Fig. 1: run 1, routing congestion map
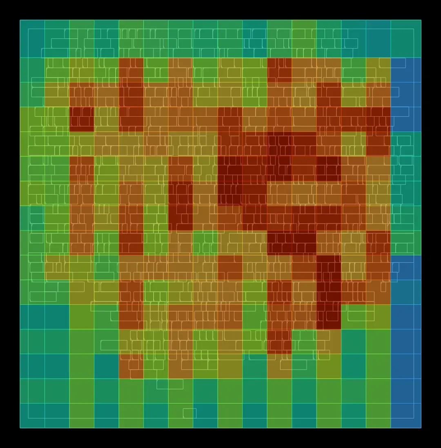
Fig. 2: run 1, close-up of the layout
Window x 72 to 97, y 73 to 98 um. Cells in grey, sequential cells in the stronger grey; small squares are vias.
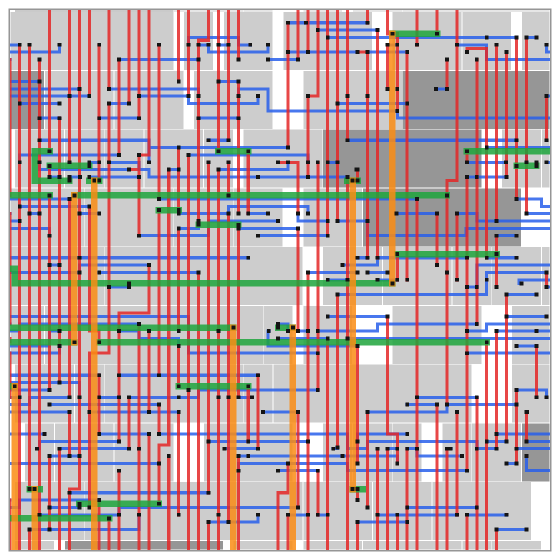
Fig. 3: run 1, M1 wires
Scale: 2 px per um.
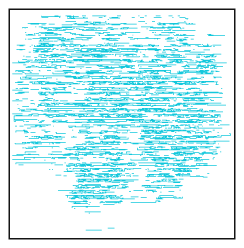
### src/rtl/tape_decoder.sv
`timescale 1ns/1ps
`default_nettype none
// ============================================================================
// Module      : tape_decoder
// Description : EAR-input tape decoder. Measures edge-to-edge half periods,
//               recognises pilot, sync and bit pulses, assembles LSB-first
//               bytes and writes them sequentially into the tape RAM.
// Revision    : 1.0 - initial release
// ============================================================================
module tape_decoder #(
    parameter int CLK_FREQ         = 27000000,
    parameter int BIT0_PERIOD      = CLK_FREQ / 480,
    parameter int BIT1_PERIOD      = CLK_FREQ / 240,
    parameter int MIN_PILOT_HALVES = 256,
    parameter int TIMEOUT_MS       = 500,
    parameter int ADDR_W           = 13
) (
    input  logic              clk,
    input  logic              reset,
    input  logic              enable,
    input  logic              rec_start,
    input  logic              ear_in,
    output logic              wr_en,
    output logic [ADDR_W-1:0] wr_addr,
    output logic [7:0]        wr_data,
    output logic              loading,
    output logic              block_done,
    output logic [ADDR_W:0]   byte_count,
    output logic              err,
    output logic              full
);

    // Classification windows and silence limit, in clock cycles
    localparam logic [23:0] c_thresh   = 24'((BIT0_PERIOD + BIT1_PERIOD) / 2);
    localparam logic [23:0] c_min_half = 24'(BIT0_PERIOD / 2);
    localparam logic [23:0] c_max_half = 24'(BIT1_PERIOD + BIT1_PERIOD / 2);
    localparam logic [23:0] c_timeout  = 24'((CLK_FREQ / 1000) * TIMEOUT_MS);
    localparam logic [15:0] c_min_pilot = 16'(MIN_PILOT_HALVES);

    localparam logic [1:0] c_st_idle  = 2'd0;
    localparam logic [1:0] c_st_pilot = 2'd1;
    localparam logic [1:0] c_st_sync  = 2'd2;
    localparam logic [1:0] c_st_data  = 2'd3;

    logic              r_ear_s1;
    logic              r_ear_s2;
    logic              r_ear_d;
    logic [23:0]       r_hp_cnt;
    logic [1:0]        r_state;
    logic [15:0]       r_pilot_cnt;
    logic [2:0]        r_bit_idx;
    logic              r_half;
    logic              r_first_long;
    logic [7:0]        r_shift;
    logic [ADDR_W-1:0] r_addr;
    logic              r_wr_en;
    logic [ADDR_W-1:0] r_wr_addr;
    logic [7:0]        r_wr_data;
    logic              r_block_done;
    logic [ADDR_W:0]   r_byte_count;
    logic              r_err;
    logic              r_full;

    logic              w_edge;
    logic              w_short;
    logic              w_long;
    logic              w_timeout;
    logic              w_last_addr;
    logic [7:0]        w_new_shift;

    // Two-flop synchronizer plus one delayed copy for edge detection
    always_ff @(posedge clk) begin
        if (reset) begin
            r_ear_s1 <= 1'b0;
            r_ear_s2 <= 1'b0;
            r_ear_d  <= 1'b0;
        end else begin
            r_ear_s1 <= ear_in;
            r_ear_s2 <= r_ear_s1;
            r_ear_d  <= r_ear_s2;
        end
    end

    assign w_edge      = r_ear_s2 ^ r_ear_d;
    assign w_short     = (r_hp_cnt >= c_min_half) && (r_hp_cnt < c_thresh);
    assign w_long      = (r_hp_cnt >= c_thresh) && (r_hp_cnt <= c_max_half);
    assign w_timeout   = (r_hp_cnt == c_timeout);
    assign w_last_addr = (r_addr == {ADDR_W{1'b1}});

    // Shift register with the bit being completed inserted at its position
    always_comb begin
        w_new_shift            = r_shift;
        w_new_shift[r_bit_idx] = w_long;
    end

    // Half-period counter: restarts at 1 on each edge, saturates when silent
    always_ff @(posedge clk) begin
        if (reset || rec_start || !enable) begin
            r_hp_cnt <= 24'd0;
        end else if (w_edge) begin
            r_hp_cnt <= 24'd1;
        end else if (r_hp_cnt != 24'hFF_FFFF) begin
            r_hp_cnt <= r_hp_cnt + 24'd1;
        end
    end

    // Decoder state machine, byte assembly, RAM writes and status flags
    always_ff @(posedge clk) begin
        if (reset) begin
            r_state      <= c_st_idle;
            r_pilot_cnt  <= 16'd0;
            r_bit_idx    <= 3'd0;
            r_half       <= 1'b0;
            r_first_long <= 1'b0;
            r_shift      <= 8'd0;
            r_addr       <= '0;
            r_wr_en      <= 1'b0;
            r_wr_addr    <= '0;
            r_wr_data    <= 8'd0;
            r_block_done <= 1'b0;
            r_byte_count <= '0;
            r_err        <= 1'b0;
            r_full       <= 1'b0;
        end else begin
            r_wr_en      <= 1'b0;
            r_block_done <= 1'b0;
            if (rec_start) begin
                r_state      <= c_st_idle;
                r_addr       <= '0;
                r_wr_addr    <= '0;
                r_byte_count <= '0;
                r_err        <= 1'b0;
                r_full       <= 1'b0;
            end else if (!enable || r_full) begin
                // Disarmed, or RAM exhausted: ignore the tape until re-armed
                r_state <= c_st_idle;
            end else begin
                case (r_state)
                    c_st_idle: begin
                        if (w_edge) begin
                            r_state     <= c_st_pilot;
                            r_pilot_cnt <= 16'd0;
                        end
                    end
                    c_st_pilot: begin
                        if (w_edge) begin
                            if (w_long) begin
                                if (r_pilot_cnt != 16'hFFFF) begin
                                    r_pilot_cnt <= r_pilot_cnt + 16'd1;
                                end
                            end else if (w_short && (r_pilot_cnt >= c_min_pilot)) begin
                                r_state <= c_st_sync;
                            end else begin
                                r_pilot_cnt <= 16'd0;
                            end
                        end else if (w_timeout) begin
                            r_state <= c_st_idle;
                        end
                    end
                    c_st_sync: begin
                        if (w_edge) begin
                            if (w_short) begin
                                r_state      <= c_st_data;
                                r_bit_idx    <= 3'd0;
                                r_half       <= 1'b0;
                                r_byte_count <= '0;
                            end else if (w_long) begin
                                r_state     <= c_st_pilot;
                                r_pilot_cnt <= 16'd1;
                            end else begin
                                r_state     <= c_st_pilot;
                                r_pilot_cnt <= 16'd0;
                            end
                        end else if (w_timeout) begin
                            r_state <= c_st_idle;
                        end
                    end
                    default: begin
                        if (w_edge) begin
                            if (!w_short && !w_long) begin
                                r_err        <= 1'b1;
                                r_state      <= c_st_idle;
                                r_block_done <= (r_byte_count != '0);
                            end else if (!r_half) begin
                                r_half       <= 1'b1;
                                r_first_long <= w_long;
                            end else if (r_first_long != w_long) begin
                                r_err        <= 1'b1;
                                r_state      <= c_st_idle;
                                r_block_done <= (r_byte_count != '0);
                            end else begin
                                r_half  <= 1'b0;
                                r_shift <= w_new_shift;
                                if (r_bit_idx == 3'd7) begin
                                    r_bit_idx    <= 3'd0;
                                    r_wr_en      <= 1'b1;
                                    r_wr_data    <= w_new_shift;
                                    r_wr_addr    <= r_addr;
                                    r_byte_count <= r_byte_count + (ADDR_W+1)'(1);
                                    if (w_last_addr) begin
                                        // Top of RAM reached: close the block
                                        r_full       <= 1'b1;
                                        r_state      <= c_st_idle;
                                        r_block_done <= 1'b1;
                                    end else begin
                                        r_addr <= r_addr + ADDR_W'(1);
                                    end
                                end else begin
                                    r_bit_idx <= r_bit_idx + 3'd1;
                                end
                            end
                        end else if (w_timeout) begin
                            r_state      <= c_st_idle;
                            r_block_done <= (r_byte_count != '0);
                        end
                    end
                endcase
            end
        end
    end

    assign wr_en      = r_wr_en;
    assign wr_addr    = r_wr_addr;
    assign wr_data    = r_wr_data;
    assign loading    = (r_state == c_st_sync) || (r_state == c_st_data);
    assign block_done = r_block_done;
    assign byte_count = r_byte_count;
    assign err        = r_err;
    assign full       = r_full;

endmodule
`default_nettype wire

### config.mk
export PLATFORM = sky130hd
export DESIGN_NAME = tape_decoder
export DESIGN_NICKNAME = d
export VERILOG_FILES = /design/src/rtl/tape_decoder.sv
export SDC_FILE = /design/constraint.sdc
export NUM_CORES = 1
export LEC_CHECK = 0
export ABC_CLOCK_PERIOD_IN_PS = 3300
export CORE_AREA = 2 2 110 112
export DETAILED_ROUTE_END_ITERATION = 12
export DIE_AREA = 0 0 112 114
export PLACE_DENSITY = 0.84
export SETUP_SLACK_MARGIN = 0.4
export SLEW_MARGIN = 30
export SYNTH_ARGS = -nofsm -noshare
export SYNTH_HDL_FRONTEND = slang
export SYNTH_SLANG_ARGS = --single-unit
### constraint.sdc
create_clock -name clk -period 3.3 [get_ports clk]
set_clock_uncertainty 0.1 [all_clocks]
set_input_delay 0.66 -clock clk [delete_from_list [all_inputs] [get_ports clk]]
set_output_delay 0.66 -clock clk [all_outputs]
set_load 0.01 [all_outputs]
==> impl_metrics.ini, run 1 <==
; physical design summary
[status]
status = complete, no violations

[final_layout]
fin_nets = 817
clock_area_frac = 0.0429
fillers = 956

[drt]
met1_length_um = 7000

[worst_hold_path]
min_path_cells = 1
holdPathEnd = r_ear_s2
holdCritStartpoint = r_ear_s1

[pwr]
powerDensity_mw_per_mm2 = 348
power_mw = 2.57
p_comb_mw = 0.0671
seq_power_share = 0.516
peakVddDrop_uv = 309

[worst_setup_path]
cp.required_ns = 3.49
cp-start-kind = register
path_cells = or3_1 > nor4_4 > and3_4 > o2111ai_4 > a2111o_2 > or4_1 > a21oi_1
crit_fanout = 7

[sta]
fin_tns_setup_ns = 0
slew_viol_final = 0
finalClockPeriodUsage = 0.913

[placed_design]
port_buffers = 44
routabilityCongestion = 0.986

[logic_synthesis]
synthArstFlopShare = 0

[floorplan]
die_width_um = 112
rows = 40
-- Fig. 1 (at the start) --
Top Usage Layer GRT: met2
end-of-flow core utilization: 0.632
GR Layer Usage met1: 0.313
M2 GR Usage: 0.394
GRT Util Overall: 0.239

-- Fig. 2 (at the start) --
- green: M3
- red: M2
- blue: M1
- orange: M4
- sequential cells in the window: 3
- netlist names of flops here include: byte_count (3)
- cells with their middle in the window: 57
- most frequent: buf_4 (7), inv_1 (4)

-- Fig. 3 (at the start) --
- main direction: horizontal
- longest straight run: 34.5 um
- share of all routed wire: 42%
routed via count: 5886
WL final: 16500 um

run 1: synth_stat cells (all sizes together), types with 4 or more instances:
cell	instances	area (sq um)
dfxtp	110	2200
nor2	79	297
nand2	65	244
a21oi	48	240
o21ai	37	185
mux2i	34	340
nand3	31	155
clkbuf	30	113
inv	27	101
or3	18	123
nand4	16	100
o31ai	16	120
ha	15	188
nor3	15	75.1
xor2	15	131
xnor2	13	114
nand3b	12	90.1
nor4	11	68.8
and3	10	62.6
nand2b	10	62.6
and2	8	50.1
buf	8	57.6
nand4b	8	70.1
nor2b	8	50.1
or2	8	50.1
a211oi	7	57.6
nor3b	7	52.6
or4	7	52.6
a31o	6	52.6
a2111oi	5	87.6
a211o	4	35.0
a221oi	4	35.0
o2111ai	4	35.0
run 1: per-layer routing:
metal / vias up / GRT usage
met3: 48 / 0.0457
met5: - / 0
met4: 0 / 0.0911
li1: 2788 / -
met1: 2774 / 0.313
met2: 276 / 0.394
run 1: kinds of logic (layout without fill, tap and decap cells):
logic type / Yosys count / after routing / synth area share
and+or+nand+nor: 321 / 321 / 0.279
AOI/OAI and AO/OA: 158 / 160 / 0.180
DFF: 110 / 110 / 0.366
buffers and inverters: 65 / 133 / 0.0451
muxes: 35 / 35 / 0.0584
xor gates and xnor gates: 28 / 28 / 0.0407
adders and majority gates: 15 / 15 / 0.0312
run 1: state kept, by name, indices dropped and copies added, names as in the netlist:
name,flops
r_ear_d,1
wr_addr,13
r_addr,13
r_first_long,1
wr_data,8
r_pilot_cnt,16
r_ear_s1,1
r_bit_idx,3
r_shift,8
wr_en,1
r_ear_s2,1
byte_count,14
full,1
r_state,2
block_done,1
r_hp_cnt,24
r_half,1
err,1
run 1: repair_timing:
action	CTS	global route
gates resized	16	37
endpoints found under the setup margin	24	59
pin swaps	12	10
setup buffers	12	7
gates cloned	1	1
Fig. 4: run 1, gate families picked out
Scale: 2 px per um.
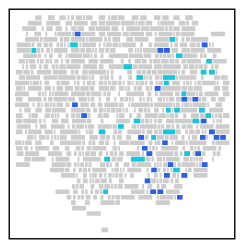

--- run 2 (diff from run 1) ---
--- a/config.mk
+++ b/config.mk
@@ -5,11 +5,12 @@
 export SDC_FILE = /design/constraint.sdc
 export NUM_CORES = 1
 export LEC_CHECK = 0
-export ABC_CLOCK_PERIOD_IN_PS = 3300
-export CORE_AREA = 2 2 110 112
+export ABC_CLOCK_PERIOD_IN_PS = 3600
+export CORE_AREA = 2 2 100 102
 export DETAILED_ROUTE_END_ITERATION = 12
-export DIE_AREA = 0 0 112 114
-export PLACE_DENSITY = 0.84
+export DIE_AREA = 0 0 102 104
+export PLACE_DENSITY = 0.94
+export RECOVER_POWER = 50
 export SETUP_SLACK_MARGIN = 0.4
 export SLEW_MARGIN = 30
 export SYNTH_ARGS = -nofsm -noshare
==> constraint.sdc (replaced) <==
create_clock -name clk -period 3.6 [get_ports clk]
set_clock_uncertainty 0.1 [all_clocks]
set_input_delay 0.72 -clock clk [delete_from_list [all_inputs] [get_ports clk]]
set_output_delay 0.72 -clock clk [all_outputs]
set_load 0.01 [all_outputs]
Fig. 5: run 2, gate families picked out
Scale: 3 px per um.
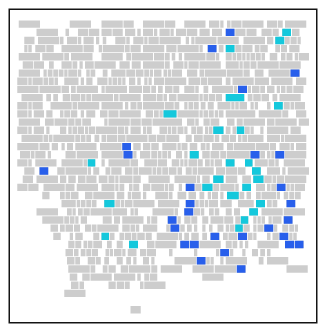
- blue: xor and xnor cells (cells 28; most used xor2_1)
- cyan: non-inverting ao/oa cells (cells 25; most used a31o_2)
logic share of the area: 0.525
dominant logic cell type in the layout: dfxtp_1

Fig. 6: run 2, M1 wires
Scale: 3 px per um.
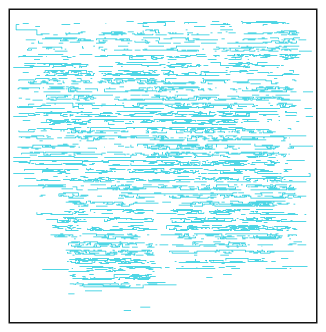
- nets with wire on the layer: 738
- share of all routed wire: 41%
routed via count: 5709
WL final: 14900 um

==> impl_metrics.ini, run 2 <==
; physical design summary
[sta]
finalClockPeriodUsage = 0.906
relSlewSlack = -0.112
worstMarginPinSlew_ns = 1.67
fin_tns_setup_ns = 0
slew_viol_final = 43

[grt]
track_usage = 0.281
use_met2 = 0.462
grt.met3_usage = 0.0618
grt-busiest-layer = met2
use_met1 = 0.354

[final_layout]
top_register = r_hp_cnt
largest_reg_flops = 24
diodes = 0
final_cell_mix = 108 x dfxtp_1, 79 x nor2_1, 65 x nand2_1, 48 x a21oi_1, 40 x dlygate4sd3_1
fillers = 704
fin_nets = 790
utilization = 0.715
comb_area_sq_mm = 0.00358

[logic_synthesis]
top_cells_by_count = 110 x dfxtp_1, 79 x nor2_1, 65 x nand2_1
syn_avg_cell_area_sq_um = 8.22
yosysTopAreaCellShare = 0.366
synthArstFlopShare = 0
top_cell = dfxtp_1
area_leaders = dfxtp_1 37%, mux2i_1 5.7%, nor2_1 4.9%
yosysTopAreaCell = dfxtp_1
fp_nets = 752

[worst_setup_path]
cp.required_ns = 3.82
cp-start-kind = register
crit_fanout = 7
r2r_cells = 7
path_cells = or3_1 > nor4_1 > and3_1 > o2111ai_2 > a211o_4 > or4_1 > a21oi_1

[pwr]
power_mw = 2.01
peakVddDrop_uv = 277
powerDensity_mw_per_mm2 = 294

[job]
drv_cap = 1

[status]
status = complete, but fails checks
violations = capacitance limit, slew limit

[drt]
met1_length_um = 6110

[worst_hold_path]
holdPathEnd = r_ear_s2
min_path_cells = 1
holdCritStartpoint = r_ear_s1

[floorplan]
die_width_um = 102
core_sq_mm = 0.00955

[placed_design]
routabilityCongestion = 1.04
port_buffers = 44
Fig. 7: run 2, close-up of the layout
Window x 64 to 89, y 66 to 91 um. Cells in grey, sequential cells in the stronger grey; small squares are vias.
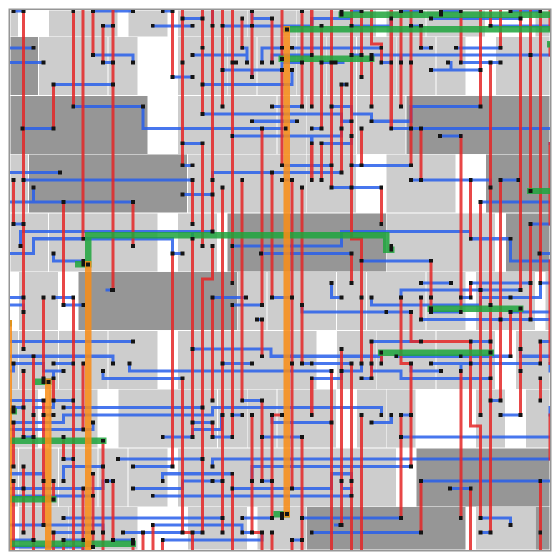
- red: M2
- blue: M1
- orange: M4
- green: M3
- most frequent: a21oi_1 (8), inv_1 (6), dfxtp_1 (6)
- cells with their middle in the window: 63
- netlist names of flops here include: byte_count (6), r_hp_cnt (1)
- sequential cells in the window: 7

==> run 2: worst max path at each step <==
| stage | startpoint | end | slack [ns] | depth (start not counted) |
|---|---|---|---|---|
| 2_1_floorplan | r_hp_cnt[0] | byte_count[12] | 0.51 | 10 |
| 3_5_place_dp | enable | byte_count[12] | 0.37 | 6 |
| 6_report | r_hp_cnt[13] | byte_count[10] | 0.34 | 7 |
| 5_1_grt | r_hp_cnt[13] | byte_count[12] | 0.22 | 7 |
| 3_3_place_gp | r_hp_cnt[0] | byte_count[10] | 0.44 | 8 |
| 4_1_cts | r_hp_cnt[0] | byte_count[12] | 0.40 | 8 |
==> run 2: power by group through the flow <==
stage	clock network [mW]	logic [mW]	registers, mW
floorplan	0	0.0367	1.25
global placement	0	0.0539	1.25
detailed placement	0	0.0558	1.25
CTS	0.741	0.0563	1.22
global route	0.790	0.0613	1.22
finish	0.731	0.0566	1.22
==> run 2: logic make-up after synthesis <==
group           share of synthesized area
simple gates                        0.279
compound gates                      0.180
flops                               0.366
buf+inv                            0.0451
mux                                0.0584
xor+xnor                           0.0407
fa+ha+maj                          0.0312
==> run 2: metrics by stage <==
stage	setup slack [ns]	hold WS [ns]	std cells
6_report	0.339	0.357	908
5_1_grt	0.216	0.367	908
4_1_cts	0.401	0.353	902
3_5_place_dp	0.371	0.343	886
3_3_place_gp	0.444	0.328	886
2_1_floorplan	0.511	0.314	732
==> run 2: layout make-up <==
type                       instances  area share
multi-input combinational        557       0.525
clock buffer                      10      0.0202
clock inverter                     6     0.00751
tap                              133      0.0244
inverter                          27      0.0148
sequential                       110       0.323
timing repair buffer              65      0.0854
==> run 2: repair_timing <==
action                                  4_1_cts  5_1_grt
resized                                       4       10
endpoints found under the hold margin         0        0
buffers inserted                              0        6
pin swaps                                     0        4
endpoints found under the setup margin        3       23
--- run 3 (diff from run 2) ---
--- a/config.mk
+++ b/config.mk
@@ -9,6 +9,7 @@
 export CORE_AREA = 2 2 100 102
 export DETAILED_ROUTE_END_ITERATION = 12
 export DIE_AREA = 0 0 102 104
+export GPL_TIMING_DRIVEN = 1
 export PLACE_DENSITY = 0.94
 export RECOVER_POWER = 50
 export SETUP_SLACK_MARGIN = 0.4
Fig. 8: run 3, routing congestion map
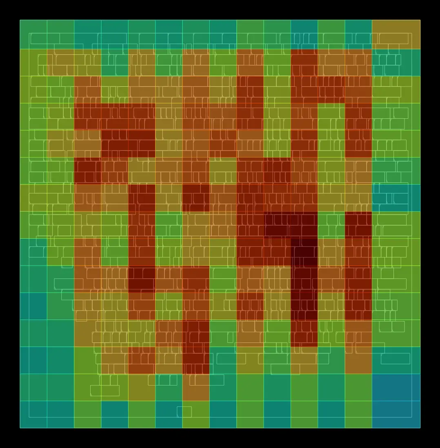
M2 GR Usage: 0.462
end-of-flow core utilization: 0.715
routing usage on met3: 0.0618
wire length per cell: 16.4 um
GR Layer Usage met1: 0.354

Fig. 9: run 3, M1 wires
Scale: 3 px per um.
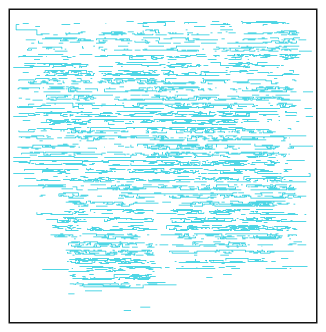
- longest straight run: 23.5 um
- share of all routed wire: 41%
- nets with wire on the layer: 738
- wire length on this layer: 6110 um

==> impl_metrics.ini, run 3 <==
; physical design summary
[status]
status = complete, but fails checks
violations = capacitance limit, slew limit

[logic_synthesis]
yosysTopAreaCell = dfxtp_1
yosysTopAreaCellShare = 0.366
synthArstFlopShare = 0
syn_area_sq_mm = 0.00602
top_cell = dfxtp_1
top_cells_by_count = 110 x dfxtp_1, 79 x nor2_1, 65 x nand2_1
fp_nets = 752
syn_avg_cell_area_sq_um = 8.22

[pwr]
power_mw = 2.01
peakVddDrop_uv = 277

[final_layout]
diodes = 0
largest_reg_flops = 24
fin_nets = 790
lay_top_count = dfxtp_1
fillers = 704
postLayoutCellArea_sq_mm = 0.00683
final_cell_mix = 108 x dfxtp_1, 79 x nor2_1, 65 x nand2_1, 48 x a21oi_1, 40 x dlygate4sd3_1

[worst_setup_path]
worstReg2RegStart = r_hp_cnt[13]
cp-start-kind = register
worst-setup-path-type = reg -> reg
cp.required_ns = 3.82
crit_fanout = 7

[sta]
fin_ws_ns = 0.339
slew_viol_final = 43
timing.hold.ws_ns = 0.357
fin_tns_setup_ns = 0
worstMarginPinSlew_ns = 1.67
relSlewSlack = -0.112

[job]
drv_cap = 1

[floorplan]
rows = 36
die_width_um = 102
core_sq_mm = 0.00955

[placed_design]
port_buffers = 44
placed_area_sq_mm = 0.00657
place_inst = 886
post-place-ws_ns = 0.371

[drt]
vias = 5709
met1_length_um = 6110

[grt]
grt-busiest-layer = met2
track_usage = 0.281

[worst_hold_path]
min_path_cells = 1
holdCritStartpoint = r_ear_s1
holdPathEnd = r_ear_s2

[clock_network]
cts-root-buf = clkbuf_8
Fig. 10: run 3, gate families picked out
Scale: 3 px per um.
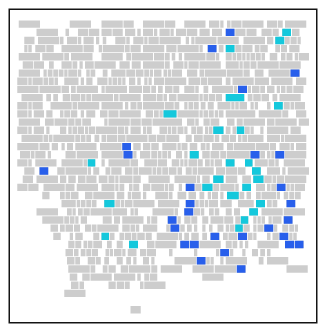
- blue: xor and xnor cells (cells 28; most used xor2_1)
- cyan: non-inverting ao/oa cells (cells 25; most used a31o_2)
non-filler cells, final: 908

==> run 3: final cells by class <==
type	instances	area, sq um	share of cell area
Sequential cell	110	2200	0.323
Timing Repair Buffer	65	583	0.0854
Multi-Input combinational cell	557	3580	0.525
Clock buffer	10	138	0.0202
Tap cell	133	166	0.0244
Clock inverter	6	51.3	0.00751
Inverter	27	101	0.0148
==> run 3: kinds of logic after synthesis <==
| logic type | share of synthesized area |
|---|---|
| adders and majority gates | 0.0312 |
| DFF | 0.366 |
| and+or+nand+nor | 0.279 |
| xor gates and xnor gates | 0.0407 |
| buffers and inverters | 0.0451 |
| AOI/OAI and AO/OA | 0.180 |
| muxes | 0.0584 |
==> run 3: how the worst max path moves through the flow <==
stage / startpoint / to / slack (ns)
floorplan: r_hp_cnt[0] / byte_count[12] / 0.51
global placement: r_hp_cnt[0] / byte_count[10] / 0.44
detailed placement: enable / byte_count[12] / 0.37
CTS: r_hp_cnt[0] / byte_count[12] / 0.40
global route: r_hp_cnt[13] / byte_count[12] / 0.22
finish: r_hp_cnt[13] / byte_count[10] / 0.34
==> run 3: worst max-delay path, cell delays in order, from the launching register on <==
cell and delay [ns]:
dfxtp_1 0.39, or3_1 0.43, nor4_1 0.51, and3_1 0.39, o2111ai_2 0.26, a211o_4 0.44
or4_1 0.51, a21oi_1 0.16
==> run 3: where the power goes <==
part	internal [mW]	switching, mW	leakage (nW)	total (mW)
Combinational	0.0191	0.0375	1.24	0.0566
Clock	0.283	0.447	0.0996	0.731
Sequential	1.22	0.00203	0.887	1.22
Total	1.52	0.487	2.23	2.01
==> run 3: what timing repair did <==
item | CTS | global route
pin swaps | 0 | 4
setup endpoints to repair | 3 | 23
gates resized | 4 | 10
setup buffers | 0 | 6
hold buffers | 0 | 0
Power is estimated from default activity; no workload was simulated.
